**config.mk**
```make
export PLATFORM = sky130hd
export DESIGN_NAME = datapath_sequencer
export DESIGN_NICKNAME = d
export VERILOG_FILES = /design/src/rtl/datapath_sequencer.sv
export SDC_FILE = /design/constraint.sdc
export NUM_CORES = 1
export LEC_CHECK = 0
export ABC_AREA = 1
export CAP_MARGIN = 20
export CORE_UTILIZATION = 51
export DETAILED_ROUTE_END_ITERATION = 8
export MAX_ROUTING_LAYER = met4
export PLACE_DENSITY = 0.84
export REMOVE_ABC_BUFFERS = 1
export SLEW_MARGIN = 25
export SYNTH_ARGS = -nofsm -noshare
export SYNTH_HDL_FRONTEND = slang
export SYNTH_SLANG_ARGS = --single-unit
```
**constraint.sdc**
```tcl
create_clock -name clk -period 3.8 [get_ports clk]
set_input_delay 0.95 -clock clk [delete_from_list [all_inputs] [get_ports clk]]
set_output_delay 0.95 -clock clk [all_outputs]
set_load 0.05 [all_outputs]
```
**src/rtl/datapath_sequencer.sv**
```systemverilog
// Instruction sequencer for the regfile/ALU datapath; optional SEQ_STATS_EN adds retire/skip counters.
// Latency: accept edge -> EXEC controls next cycle, Wen one cycle later; 1 ALU instr per 3 cycles.
// Backpressure: InstrReady only in FETCH/SKIP; Instr must stay stable while InstrValid && !InstrReady.
module datapath_sequencer #(
    parameter int REG_AW = 4,
    parameter int OP_W   = 3,
    parameter int SEL_W  = 4
) (
    input  logic              clk,
    input  logic              rst_n,
    input  logic              InstrValid,
    output logic              InstrReady,
    input  logic [15:0]       Instr,
    input  logic              Restart,
    input  logic              Flag,
    output logic              Wen,
    output logic [REG_AW-1:0] WA,
    output logic [REG_AW-1:0] RAA,
    output logic [REG_AW-1:0] RAB,
    output logic [OP_W-1:0]   Op,
    output logic [SEL_W-1:0]  Sel,
    output logic              Busy,
    output logic              Halted,
`ifdef SEQ_STATS_EN
    output logic [15:0]       RetireCount,
    output logic [15:0]       SkipCount,
`endif
    output logic              Error
);

    typedef enum logic [2:0] {
        ST_FETCH,
        ST_EXEC,
        ST_WB,
        ST_SKIP,
        ST_HALT
    } state_t;

    localparam logic [3:0] OPC_ADD  = 4'h0;
    localparam logic [3:0] OPC_SUB  = 4'h1;
    localparam logic [3:0] OPC_AND  = 4'h3;
    localparam logic [3:0] OPC_MOV  = 4'h4;
    localparam logic [3:0] OPC_LDI  = 4'h8;
    localparam logic [3:0] OPC_BRF  = 4'h9;
    localparam logic [3:0] OPC_HALT = 4'hF;

    localparam logic [OP_W-1:0] OP_ADD = OP_W'(3'b000);
    localparam logic [OP_W-1:0] OP_SUB = OP_W'(3'b001);
    localparam logic [OP_W-1:0] OP_NOP = OP_W'(3'b010);
    localparam logic [OP_W-1:0] OP_AND = OP_W'(3'b011);
    localparam logic [OP_W-1:0] OP_MOV = OP_W'(3'b100);

    state_t            state_q, state_d;
    logic              wen_q, wen_d;
    logic [REG_AW-1:0] wa_q, wa_d;
    logic [REG_AW-1:0] raa_q, raa_d;
    logic [REG_AW-1:0] rab_q, rab_d;
    logic [REG_AW-1:0] dst_q, dst_d;
    logic [OP_W-1:0]   op_q, op_d;
    logic [SEL_W-1:0]  sel_q, sel_d;
    logic [3:0]        skip_cnt_q, skip_cnt_d;
    logic              error_q, error_d;
    logic              ready_q, ready_d;
    logic              busy_q, busy_d;
    logic              halted_q, halted_d;

    logic [3:0] opc, f_dst, f_srca, f_srcb;
    logic       xfer;
    logic       restart_take;

    assign opc          = Instr[15:12];
    assign f_dst        = Instr[11:8];
    assign f_srca       = Instr[7:4];
    assign f_srcb       = Instr[3:0];
    assign xfer         = InstrValid && ready_q;
    assign restart_take = (state_q == ST_HALT) && Restart;

    always_comb begin
        state_d    = state_q;
        wen_d      = 1'b0;
        wa_d       = wa_q;
        raa_d      = raa_q;
        rab_d      = rab_q;
        dst_d      = dst_q;
        op_d       = op_q;
        sel_d      = sel_q;
        skip_cnt_d = skip_cnt_q;
        error_d    = error_q;
        case (state_q)
            ST_FETCH: begin
                if (xfer) begin
                    case (opc)
                        OPC_ADD, OPC_SUB, OPC_AND, OPC_MOV: begin
                            raa_d   = REG_AW'(f_srca);
                            rab_d   = REG_AW'(f_srcb);
                            dst_d   = REG_AW'(f_dst);
                            sel_d   = '0;
                            state_d = ST_EXEC;
                            case (opc)
                                OPC_ADD: op_d = OP_ADD;
                                OPC_SUB: op_d = OP_SUB;
                                OPC_AND: op_d = OP_AND;
                                default: op_d = OP_MOV;
                            endcase
                        end
                        // LDI routes the input port selected by srcA through the MOV path
                        OPC_LDI: begin
                            raa_d   = '0;
                            rab_d   = REG_AW'(f_srcb);
                            dst_d   = REG_AW'(f_dst);
                            sel_d   = SEL_W'(f_srca);
                            op_d    = OP_MOV;
                            state_d = ST_EXEC;
                        end
                        OPC_BRF: begin
                            if (Flag && (f_srcb != 4'd0)) begin
                                skip_cnt_d = f_srcb;
                                state_d    = ST_SKIP;
                            end
                        end
                        OPC_HALT: state_d = ST_HALT;
                        default: begin
                            error_d = 1'b1;
                            state_d = ST_HALT;
                        end
                    endcase
                end
            end
            ST_EXEC: begin
                wen_d   = 1'b1;
                wa_d    = dst_q;
                state_d = ST_WB;
            end
            ST_WB: begin
                op_d    = OP_NOP;
                state_d = ST_FETCH;
            end
            ST_SKIP: begin
                if (xfer) begin
                    skip_cnt_d = skip_cnt_q - 4'd1;
                    if (skip_cnt_q == 4'd1) state_d = ST_FETCH;
                end
            end
            ST_HALT: begin
                if (Restart) begin
                    error_d = 1'b0;
                    state_d = ST_FETCH;
                end
            end
            default: state_d = ST_FETCH;
        endcase
        // Status outputs are registered from the next state so they never glitch
        ready_d  = (state_d == ST_FETCH) || (state_d == ST_SKIP);
        busy_d   = (state_d == ST_EXEC) || (state_d == ST_WB) || (state_d == ST_SKIP);
        halted_d = (state_d == ST_HALT);
    end

    always_ff @(posedge clk or negedge rst_n) begin
        if (!rst_n) begin
            state_q    <= ST_FETCH;
            wen_q      <= 1'b0;
            wa_q       <= '0;
            raa_q      <= '0;
            rab_q      <= '0;
            dst_q      <= '0;
            op_q       <= OP_NOP;
            sel_q      <= '0;
            skip_cnt_q <= '0;
            error_q    <= 1'b0;
            ready_q    <= 1'b1;
            busy_q     <= 1'b0;
            halted_q   <= 1'b0;
        end else begin
            state_q    <= state_d;
            wen_q      <= wen_d;
            wa_q       <= wa_d;
            raa_q      <= raa_d;
            rab_q      <= rab_d;
            dst_q      <= dst_d;
            op_q       <= op_d;
            sel_q      <= sel_d;
            skip_cnt_q <= skip_cnt_d;
            error_q    <= error_d;
            ready_q    <= ready_d;
            busy_q     <= busy_d;
            halted_q   <= halted_d;
        end
    end

    assign InstrReady = ready_q;
    assign Wen        = wen_q;
    assign WA         = wa_q;
    assign RAA        = raa_q;
    assign RAB        = rab_q;
    assign Op         = op_q;
    assign Sel        = sel_q;
    assign Busy       = busy_q;
    assign Halted     = halted_q;
    assign Error      = error_q;

`ifdef SEQ_STATS_EN
    logic [15:0] retire_cnt_q, retire_cnt_d;
    logic [15:0] skip_stat_q, skip_stat_d;

    always_comb begin
        retire_cnt_d = retire_cnt_q;
        skip_stat_d  = skip_stat_q;
        if (restart_take) begin
            retire_cnt_d = '0;
            skip_stat_d  = '0;
        end else begin
            if ((state_q == ST_WB) && (retire_cnt_q != 16'hFFFF))
                retire_cnt_d = retire_cnt_q + 16'd1;
            if ((state_q == ST_SKIP) && xfer && (skip_stat_q != 16'hFFFF))
                skip_stat_d = skip_stat_q + 16'd1;
        end
    end

    always_ff @(posedge clk or negedge rst_n) begin
        if (!rst_n) begin
            retire_cnt_q <= '0;
            skip_stat_q  <= '0;
        end else begin
            retire_cnt_q <= retire_cnt_d;
            skip_stat_q  <= skip_stat_d;
        end
    end

    assign RetireCount = retire_cnt_q;
    assign SkipCount   = skip_stat_q;
`else
    logic unused_restart_take;
    assign unused_restart_take = restart_take;
`endif

endmodule

```
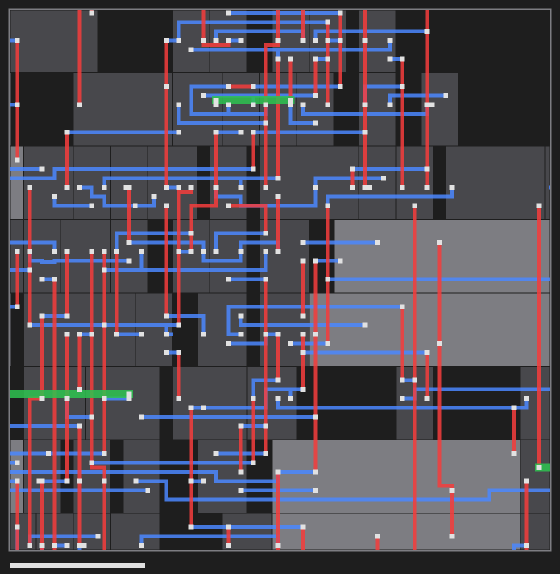
(a small window of the routed layout)
Scale bar: 5 um. Region (34, 34) to (54, 54) um. Cells in grey, sequential cells in the stronger grey; small squares are vias.
colour	layer
blue	M1
green	M3
red	M2
cells with their middle in the window	49
most frequent	nand2_1 (12), nor2_1 (8)
sequential cells in the window	4
netlist names of flops here include	`Op` (3), `Sel` (1)

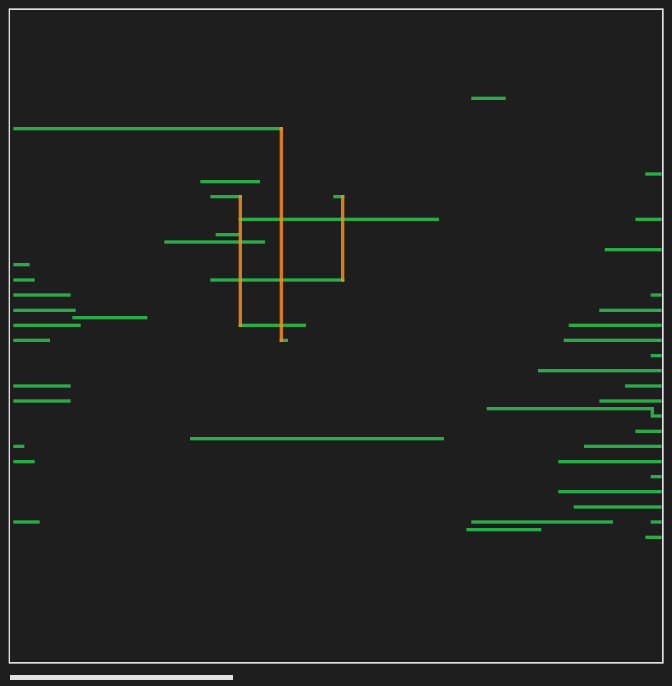
(wiring by layer)
Scale bar: 20 um. Two of the layers only.
colour	layer	wire length
orange	M4	38.1 um
green	M3	268 um

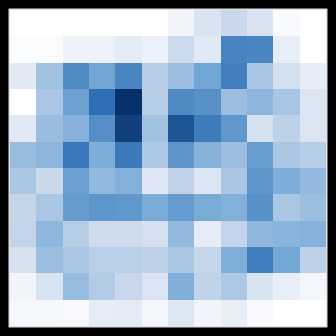
(signal metal coverage by tile)
The die is cut into 12 by 12 equal tiles; white is low, dark blue is high, scaled to the fullest tile. Values are wire area over tile area, all layers added.
densest ninth of the die	centre
mean over tiles	0.15
tiles over half the peak	21%
fullest tile	0.47
nearly empty tiles	8.3%
total wire length: 3186 um
Vias: 1440
Total Routing Usage GR: 0.2212
wire per inst: 10.84 um

==> flow_summary.toml <==
# synthesis and place-and-route metrics
[clock_tree]
ctsHoldBuffers = 0
clk_pin_slew_worst_paths_ns = 0.10
cts_resized = 0
cts_buffers = 5
h-tree-depth = 2
clk_latency_ns = 0.33

[floorplan]
die_area_sq_mm = 0.003435
core_sq_mm = 0.003053
die_w_um = 58.61
fp_util = 0.5352

[run]
tool_warnings = 26
cap_violations = 0

[logic_synthesis]
yosysWarningCount = 0
yosysCellCount = 200
postSynthSeqShare = 0.5375
synth_area_per_cell_sq_um = 8.170
syn-cell-area_sq_mm = 0.001634

[sta]
hold_viol_final = 0
max_freq_mhz = 381.2
setup_viol = 0
holdWs_ns = 0.4892
worstMarginPinSlew_ns = 0.5087
relSlewSlack = 0.6598
fin_ws_ns = 1.177
finalClockPeriodUsage = 0.6903
finClkSkew_ns = 0.005850

[final_layout]
fillers = 260
final_nets = 272

[routing]
vias_per_cell = 4.898

[min_path]
hold_depth = 2

[power]
irDropWorstVdd_mv = 0.5208

[worst_setup_path]
worst_setup_path_end_kind = "primary output"
cp_top_family = "buffers and inverters"
r2r_slack_ns = 2.20

[place]
gp_congestion = 0.8624
pre_cts_ws_ns = 1.228

[global_routing]
first_global_vias = 1302
grt_max_degree = 36

[status]
outcome = "finished clean"
## where the power goes
group	leakage, uW	switching (uW)	internal [uW]
logic	0.000600	569	297
clock network	0.0000293	117	72.1
registers	0.000448	91.3	525
total	0.00108	776	894
## metrics by stage
step	std cells	area, sq um	power (uW)	util
after CTS	294	2156	1680	0.7061
after detailed placement	286	2106	1491	0.6898
after global placement	286	2106	1476	0.6898
after global routing	294	2156	1778	0.7061
after floorplan	196	1595	1200	-
final	294	2156	1671	0.7061
## flip-flops by register name, summed over array words and instances (netlist names)
name / count
Halted: 1
Op: 3
Error: 1
WA: 4
Sel: 4
state_q: 3
Wen: 1
RAB: 4
RAA: 4
skip_cnt_q: 4
dst_q: 4
Busy: 1
InstrReady: 1
## worst max path at each step
| stage | startpoint | endpoint | cells after the start |
|---|---|---|---|
| final | InstrReady | InstrReady | 1 |
| after global routing | InstrReady | InstrReady | 1 |
| after CTS | InstrReady | InstrReady | 1 |
| after detailed placement | Instr[15] | dst_q[1] | 9 |
| after global placement | Instr[15] | dst_q[0] | 9 |
| after floorplan | Instr[15] | dst_q[0] | 7 |
## cells by family after synthesis
| logic type | after synthesis | synth area share |
|---|---|---|
| simple gates | 115 | 0.3002 |
| flops | 35 | 0.5375 |
| buf+inv | 25 | 0.07197 |
| compound gates | 22 | 0.06967 |
| fa+ha+maj | 2 | 0.01531 |
| xor+xnor | 1 | 0.005361 |
## layout by cell type, fill, tap and decap left out, types with 2 or more instances in the layout
cell              n
nand3_2           2
nand3_1          16
ha_1              2
o21ai_0           9
dfrtp_1          33
a21oi_1           3
dfstp_2           2
nor2_4            2
clkbuf_4          5
buf_4             2
clkdlybuf4s50_1  44
inv_1            20
o21ai_1           9
nand4_1           2
nor2_1           13
nand2_1          77
clkbuf_1          2
## layer usage
metal,GRT usage,part of all wire,vias to the layer above
li1,-,-,726
met1,0.2775,0.47,653
met2,0.3366,0.44,54
met3,0.08132,0.084,7
met4,0.06803,0.012,0
met5,-,0,-
## Yosys cell counts
master	number	area (sq um)
nand2_1	77	289.0
dfrtp_1	33	825.8
inv_1	20	75.07
nand3_1	16	80.08
nor2_1	13	48.80
o21ai_0	9	45.04
o21ai_1	9	45.04
a21oi_1	3	15.01
buf_6	3	33.78
dfstp_2	2	52.55
ha_1	2	25.02
nand3_2	2	20.02
nand4_1	2	12.51
nor2_4	2	22.52
buf_2	1	5.000
inv_2	1	3.750
nand2_2	1	6.260
nor3_1	1	5.000
nor4_1	1	6.260
o21ai_2	1	8.760
xnor2_1	1	8.760
## cell type report
class                      count  area [sq um]  area share
sequential                    35         878.3      0.4074
multi-input combinational    140         638.1      0.2960
timing repair buffer          46         455.4      0.2113
inverter                      21         78.83     0.03656
tap                           44         55.05     0.02554
clock buffer                   7         45.04     0.02089
clock inverter                 1         5.005    0.002322
Power figures rest on the tool's default switching activity, not on a simulated workload.
